## config.mk

```make
export PLATFORM = sky130hd
export DESIGN_NAME = sine_frequency_estimator_flat
export DESIGN_NICKNAME = d
export VERILOG_FILES = /design/src/rtl/dds_pkg.sv /design/src/rtl/sine_frequency_estimator_if.sv /design/src/rtl/dds_seq_divider.sv /design/src/rtl/sine_frequency_estimator.sv /design/src/flat_wrapper.sv
export SDC_FILE = /design/constraint.sdc
export NUM_CORES = 1
export LEC_CHECK = 0
export CORE_ASPECT_RATIO = 1.5
export CORE_MARGIN = 4
export CORE_UTILIZATION = 45
export DETAILED_ROUTE_END_ITERATION = 8
export PLACE_DENSITY = 0.69
export SYNTH_ARGS = -nofsm -noshare
export SYNTH_HDL_FRONTEND = slang
export SYNTH_HIERARCHICAL = 1
export SYNTH_SLANG_ARGS = --single-unit
```

## constraint.sdc

```tcl
create_clock -name clk -period 3.66 [get_ports clk]
set_input_delay 0.549 -clock clk [delete_from_list [all_inputs] [get_ports clk]]
set_output_delay 0.549 -clock clk [all_outputs]
set_load 0.005 [all_outputs]
```

## src/rtl/dds_pkg.sv

```systemverilog
// rtl/dds_pkg.sv - shared DDS constants and sine-tracking FSM states
package dds_pkg;

  typedef enum logic [1:0] {
    SEEK_LOW = 2'd0,
    ARMED    = 2'd1,
    HIGH     = 2'd2
  } dds_state_t;

  // The sine is offset by its own amplitude so samples never go negative.
  localparam int DDS_AMPLITUDE = 100;
  localparam int DDS_MIDSCALE  = DDS_AMPLITUDE;
  localparam int DDS_PHASE_W   = 10;

endpackage

```

## src/rtl/sine_frequency_estimator_if.sv

```systemverilog
// rtl/sine_frequency_estimator_if.sv - amplitude sample stream into the estimator
interface sine_frequency_estimator_if #(
  parameter int DATA_W = 10
);
  logic              sample_valid;
  logic [DATA_W-1:0] data_sin;

  modport master (output sample_valid, output data_sin);
  modport slave  (input  sample_valid, input  data_sin);
endinterface

```

## src/rtl/dds_seq_divider.sv

```systemverilog
// rtl/dds_seq_divider.sv - restoring divider, one quotient bit per clock
module dds_seq_divider #(
  parameter int DIVIDEND_W = 13,
  parameter int DIVISOR_W  = 14
) (
  input  logic                  clk,
  input  logic                  reset_n,
  input  logic                  start,
  input  logic [DIVIDEND_W-1:0] dividend,
  input  logic [DIVISOR_W-1:0]  divisor,
  output logic                  busy,
  output logic                  done,
  output logic [DIVIDEND_W-1:0] quotient
);

  localparam int ITER_W = $clog2(DIVIDEND_W);
  localparam logic [ITER_W-1:0] ITER_LAST = ITER_W'(DIVIDEND_W - 1);

  logic [DIVISOR_W-1:0]  dvs;
  logic [DIVIDEND_W-1:0] dvd;
  logic [DIVISOR_W-1:0]  rem;
  logic [ITER_W-1:0]     iter;
  logic [DIVISOR_W:0]    rem_sh;
  logic [DIVISOR_W:0]    rem_sub;
  logic                  fits;

  // Dividend bits shift out of the top of dvd while quotient bits shift in at the bottom.
  always_comb begin
    rem_sh  = {rem, dvd[DIVIDEND_W-1]};
    fits    = (rem_sh >= {1'b0, dvs});
    rem_sub = fits ? (rem_sh - {1'b0, dvs}) : rem_sh;
  end

  always_ff @(posedge clk or negedge reset_n) begin
    if (!reset_n) begin
      dvs  <= '0;
      dvd  <= '0;
      rem  <= '0;
      iter <= '0;
      busy <= 1'b0;
      done <= 1'b0;
    end else begin
      done <= 1'b0;
      if (start && !busy) begin
        dvs  <= divisor;
        dvd  <= dividend;
        rem  <= '0;
        iter <= '0;
        busy <= 1'b1;
      end else if (busy) begin
        rem  <= rem_sub[DIVISOR_W-1:0];
        dvd  <= {dvd[DIVIDEND_W-2:0], fits};
        iter <= iter + ITER_W'(1);
        if (iter == ITER_LAST) begin
          busy <= 1'b0;
          done <= 1'b1;
        end
      end
    end
  end

  assign quotient = dvd;

endmodule

```

## src/rtl/sine_frequency_estimator.sv

```systemverilog
// rtl/sine_frequency_estimator.sv - recovers period, average period and FCW from a sampled sine
// FCW_EST_EN enables the serial divider that produces fcw/fcw_valid.
module sine_frequency_estimator
  import dds_pkg::*;
#(
  parameter int DATA_W   = 10,
  parameter int MID      = DDS_MIDSCALE,
  parameter int HYST     = 4,
  parameter int CNT_W    = 12,
  parameter int AVG_LOG2 = 2,
  parameter int PHASE_W  = DDS_PHASE_W
) (
  input  logic               clk,
  input  logic               reset_n,
  sine_frequency_estimator_if.slave smp,
  output logic [CNT_W-1:0]   period,
  output logic               period_valid,
  output logic [CNT_W-1:0]   avg_period,
  output logic               avg_valid,
  output logic [PHASE_W-1:0] fcw,
  output logic               fcw_valid,
  output logic               locked,
  output logic               timeout
);

  localparam int SUM_W = CNT_W + AVG_LOG2;
  localparam logic [DATA_W-1:0]   HI_TH    = DATA_W'(MID);
  localparam logic [DATA_W-1:0]   LO_TH    = DATA_W'(MID - HYST);
  localparam logic [CNT_W-1:0]    CNT_LAST = {{(CNT_W-1){1'b1}}, 1'b0};
  localparam logic [AVG_LOG2-1:0] IDX_LAST = '1;

  dds_state_t state, state_next;
  logic                crossing;
  logic                cnt_sat;
  logic                started;
  logic [CNT_W-1:0]    cnt;
  logic [AVG_LOG2-1:0] idx;
  logic [SUM_W-1:0]    acc;
  logic [CNT_W-1:0]    period_new;
  logic [SUM_W-1:0]    sum_new;

  assign period_new = cnt + CNT_W'(1);
  assign sum_new    = acc + SUM_W'(period_new);

  always_comb begin
    state_next = state;
    crossing   = 1'b0;
    cnt_sat    = 1'b0;
    if (smp.sample_valid) begin
      case (state)
        SEEK_LOW: if (smp.data_sin <= LO_TH) state_next = ARMED;
        ARMED: begin
          if (smp.data_sin >= HI_TH) begin
            state_next = HIGH;
            crossing   = 1'b1;
          end
        end
        HIGH:     if (smp.data_sin <= LO_TH) state_next = ARMED;
        default:  state_next = SEEK_LOW;
      endcase
      // A crossing on the saturating sample takes priority over the timeout.
      if (!crossing && started && (cnt == CNT_LAST)) begin
        cnt_sat    = 1'b1;
        state_next = SEEK_LOW;
      end
    end
  end

  always_ff @(posedge clk or negedge reset_n) begin
    if (!reset_n) state <= SEEK_LOW;
    else          state <= state_next;
  end

  always_ff @(posedge clk or negedge reset_n) begin
    if (!reset_n) begin
      started      <= 1'b0;
      cnt          <= '0;
      idx          <= '0;
      acc          <= '0;
      period       <= '0;
      period_valid <= 1'b0;
      avg_period   <= '0;
      avg_valid    <= 1'b0;
      locked       <= 1'b0;
      timeout      <= 1'b0;
    end else begin
      period_valid <= 1'b0;
      avg_valid    <= 1'b0;
      timeout      <= 1'b0;
      if (smp.sample_valid) begin
        if (crossing) begin
          cnt <= '0;
          if (!started) begin
            started <= 1'b1;
          end else begin
            period       <= period_new;
            period_valid <= 1'b1;
            if (idx == IDX_LAST) begin
              avg_period <= sum_new[SUM_W-1:AVG_LOG2];
              avg_valid  <= 1'b1;
              locked     <= 1'b1;
              acc        <= '0;
              idx        <= '0;
            end else begin
              acc <= sum_new;
              idx <= idx + AVG_LOG2'(1);
            end
          end
        end else if (cnt_sat) begin
          cnt     <= '0;
          started <= 1'b0;
          timeout <= 1'b1;
          locked  <= 1'b0;
          acc     <= '0;
          idx     <= '0;
        end else if (started) begin
          cnt <= cnt + CNT_W'(1);
        end
      end
    end
  end

`ifdef FCW_EST_EN
  localparam int DIVIDEND_W = PHASE_W + AVG_LOG2 + 1;
  localparam logic [DIVIDEND_W-1:0] DIVIDEND = {1'b1, {(DIVIDEND_W-1){1'b0}}};

  logic                  div_start;
  logic                  div_busy;
  logic                  div_done;
  logic [DIVIDEND_W-1:0] div_q;

  // Start on the same edge that registers avg_valid so fcw lands a fixed 14 cycles later.
  assign div_start = smp.sample_valid && crossing && started && (idx == IDX_LAST) && !div_busy;

  dds_seq_divider #(
    .DIVIDEND_W (DIVIDEND_W),
    .DIVISOR_W  (SUM_W)
  ) u_div (
    .clk      (clk),
    .reset_n  (reset_n),
    .start    (div_start),
    .dividend (DIVIDEND),
    .divisor  (sum_new),
    .busy     (div_busy),
    .done     (div_done),
    .quotient (div_q)
  );

  always_ff @(posedge clk or negedge reset_n) begin
    if (!reset_n) begin
      fcw       <= '0;
      fcw_valid <= 1'b0;
    end else begin
      fcw_valid <= div_done;
      if (div_done) begin
        if (|div_q[DIVIDEND_W-1:PHASE_W]) fcw <= '1;
        else                              fcw <= div_q[PHASE_W-1:0];
      end
    end
  end
`else
  assign fcw       = '0;
  assign fcw_valid = 1'b0;
`endif

endmodule

```

## src/flat_wrapper.sv

```systemverilog
// flat-port wrapper written by rule: the top's interface ports become plain ports
module sine_frequency_estimator_flat import dds_pkg::*;
#(
  parameter int DATA_W   = 10,
  parameter int MID      = DDS_MIDSCALE,
  parameter int HYST     = 4,
  parameter int CNT_W    = 12,
  parameter int AVG_LOG2 = 2,
  parameter int PHASE_W  = DDS_PHASE_W
)
  (clk, reset_n, period, period_valid, avg_period, avg_valid, fcw, fcw_valid, locked, timeout, smp_sample_valid, smp_data_sin);
  sine_frequency_estimator_if #(.DATA_W(DATA_W)) smp_i ();
  input  logic clk;
  input  logic reset_n;
  output logic [CNT_W-1:0] period;
  output logic period_valid;
  output logic [CNT_W-1:0] avg_period;
  output logic avg_valid;
  output logic [PHASE_W-1:0] fcw;
  output logic fcw_valid;
  output logic locked;
  output logic timeout;
  input wire logic [$bits(smp_i.sample_valid)-1:0] smp_sample_valid;
  input wire logic [$bits(smp_i.data_sin)-1:0] smp_data_sin;
  assign smp_i.sample_valid = smp_sample_valid;
  assign smp_i.data_sin = smp_data_sin;
  sine_frequency_estimator #(.DATA_W(DATA_W), .MID(MID), .HYST(HYST), .CNT_W(CNT_W), .AVG_LOG2(AVG_LOG2), .PHASE_W(PHASE_W)) u_core (.clk(clk), .reset_n(reset_n), .smp(smp_i), .period(period), .period_valid(period_valid), .avg_period(avg_period), .avg_valid(avg_valid), .fcw(fcw), .fcw_valid(fcw_valid), .locked(locked), .timeout(timeout));
endmodule
```

Figure 1. Port wiring.
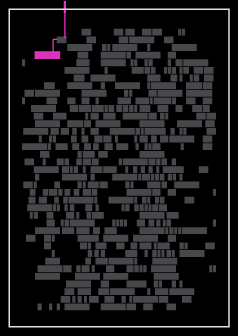
[avg_valid] magenta | bits: 1 | direction: output | edge: top | end cells: 1 | buffers: 1 | wire: 18.4 um

Figure 2. Selected gate families.
The bar under the picture is 20 um long.
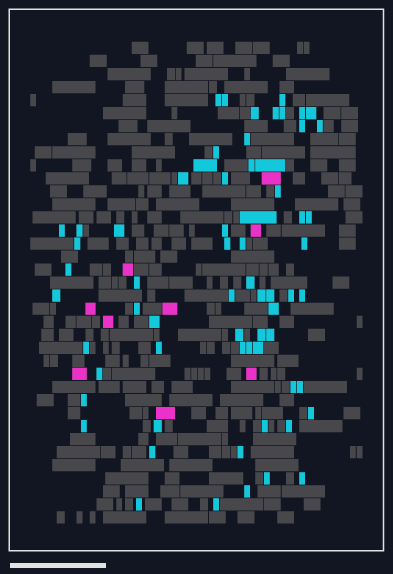
[nand cells] cyan | cells: 65
[and/or cells] magenta | cells: 9

[layout make-up]
type	instances	area (um2)	area share (%)
Multi-Input combinational cell	242	1642	42.54
Inverter	17	66.31	1.719
Timing Repair Buffer	42	410.4	10.64
Sequential cell	59	1476	38.26
Tap cell	97	121.4	3.145
Clock buffer	14	142.6	3.697
[power by group]
part	switching [mW]	internal (mW)	leakage, nW
logic	0.263	0.245	0.986
registers	0.103	0.761	0.795
clock network	0.231	0.239	0.0706
total	0.596	1.25	1.85
[worst paths after layout]
check / end / slack [ns] / start / depth (start not counted)
worst max-delay path: u_core/avg_period[7] / 0.63 / u_core/cnt[0] / 11
worst min-delay path: u_core/period[9] / 0.37 / reset_n / 1
worst max register to register: u_core/avg_period[7] / 0.63 / u_core/cnt[0] / 11
worst min register to register: u_core/period[11] / 0.47 / u_core/period[11] / 2
max in group asynchronous: u_core/cnt[7] / 2.50 / reset_n / 2
min in group clk: u_core/period[11] / 0.47 / u_core/period[11] / 2
[routing by layer]
metal	part of all wire, %	global-route usage [%]	vias to the layer above	wire, um
li1	-	-	1215	-
met2	50	30.43	77	3694
met5	0	0	-	0
met4	2.9	9.145	0	212
met3	5.6	4.976	18	415
met1	41	20.95	1236	3047
[logic make-up (layout without fill, tap and decap cells)]
| kind of cell | count (synthesis) | count (layout) | synth area share (%) |
|---|---|---|---|
| AND/OR/NAND/NOR | 98 | 98 | 15.39 |
| AND-OR/OR-AND | 94 | 94 | 20.31 |
| flip-flops | 59 | 59 | 44.95 |
| buffers and inverters | 36 | 73 | 6.209 |
| XOR/XNOR | 17 | 17 | 4.534 |
| adder cells (fa/ha/maj) | 16 | 16 | 6.324 |
| multiplexers | 6 | 6 | 2.171 |
| other | 1 | 11 | 0.1142 |
==> run summary <==
From the run reports.

- The library cell used as clock root buffer is sky130_fd_sc_hd__clkbuf_8.
- The arrival time at the worst endpoint reads 3.24 ns.
- The flow ran to the end, and the final reports show no timing, DRC or antenna violations.
- For reference, the top cells by count after synthesis are sky130_fd_sc_hd__dfrtp_1 (59), sky130_fd_sc_hd__nand2_1 (47), sky130_fd_sc_hd__o21ai_0 (35).
- For this block, the initial DRC count from the detailed router was 166.
- The maximum clock path buffer count is 2.
- Counting distinct cell types in the post-synthesis netlist gives 59.
- The layout cell share with drive strength beyond 1 reads 10.43%.
- The worst-case setup margin in the final layout reads 0.6302 ns.
- STA classifies the critical path startpoint as a flop.
- The cell repeated most along the worst path is sky130_fd_sc_hd__ha_1.
- The average wire per cell in the routed design reads 15.65 um.
- The width of the die is 77.76 um.
- The fill cell total of the finished layout reads 670.
- The register with the most flip-flops reads u_core/acc.
- The area growth from synthesis to final layout is 17.49%.
- The count of placed standard cells including taps reads 457.
- The quantity of hold-fixing buffers added after cts reads 0.
- The sequential element share of the synthesized area is 44.95%.
- The number of instances in the synthesized netlist is 327.
- The register bit count reported by yosys is 59.
- The total global routing track utilization reads 18.12%.
- The instance area after placement is 0.003716 mm2.
- The largest delay contributor family on the critical path reads AND-OR/OR-AND gates.
- The worst setup slack after placement is 0.6930 ns.
- The number of enable-type register cells in the synthesized netlist is 0.
- The achievable clock frequency is 330.1 MHz.
- The final sum of negative setup slack reads 0 ns.
- The delay of the slowest cell on the worst path is 0.47 ns.
- The total cell area reported by yosys after synthesis is 0.003284 mm2.
- The net count of the finished layout is 400.
- The required time at the endpoint of the critical path reads 3.87 ns.
- The end-of-flow timing check tallies setup violations at 0.
- The CTS tree reads done.
- The clock buffer count from CTS is 9.
- The maximum fanout along the worst path is 7.
- On the worst setup and hold paths after CTS, the clock-pin slew comes to 0.06 ns.
- The clock latency reported for the late side of the worst-skew pair reads 0.34 ns.
- The via count of the first global-routing pass is 2623.
- The H-tree was split into 3 levels.
- The number of cells in the yosys synthesis report is 327.
- In the layout the commonest cells are sky130_fd_sc_hd__dfrtp_1 (59), sky130_fd_sc_hd__nand2_1 (47), sky130_fd_sc_hd__clkdlybuf4s50_1 (39), sky130_fd_sc_hd__o21ai_0 (35), sky130_fd_sc_hd__nor2_1 (18).
- Across all layers, the routed design uses 2546 vias.
- The slew at the pin with the worst max-slew slack is 0.9700 ns.
- The clock period could shrink to 3.030 ns.
- The count of antenna-violating nets left after detailed routing reads 0.
- The final design area excluding fillers is 0.003859 mm2.
- The floorplan core density is 46.98%.
Power figures rest on the tool's default switching activity, not on a simulated workload.
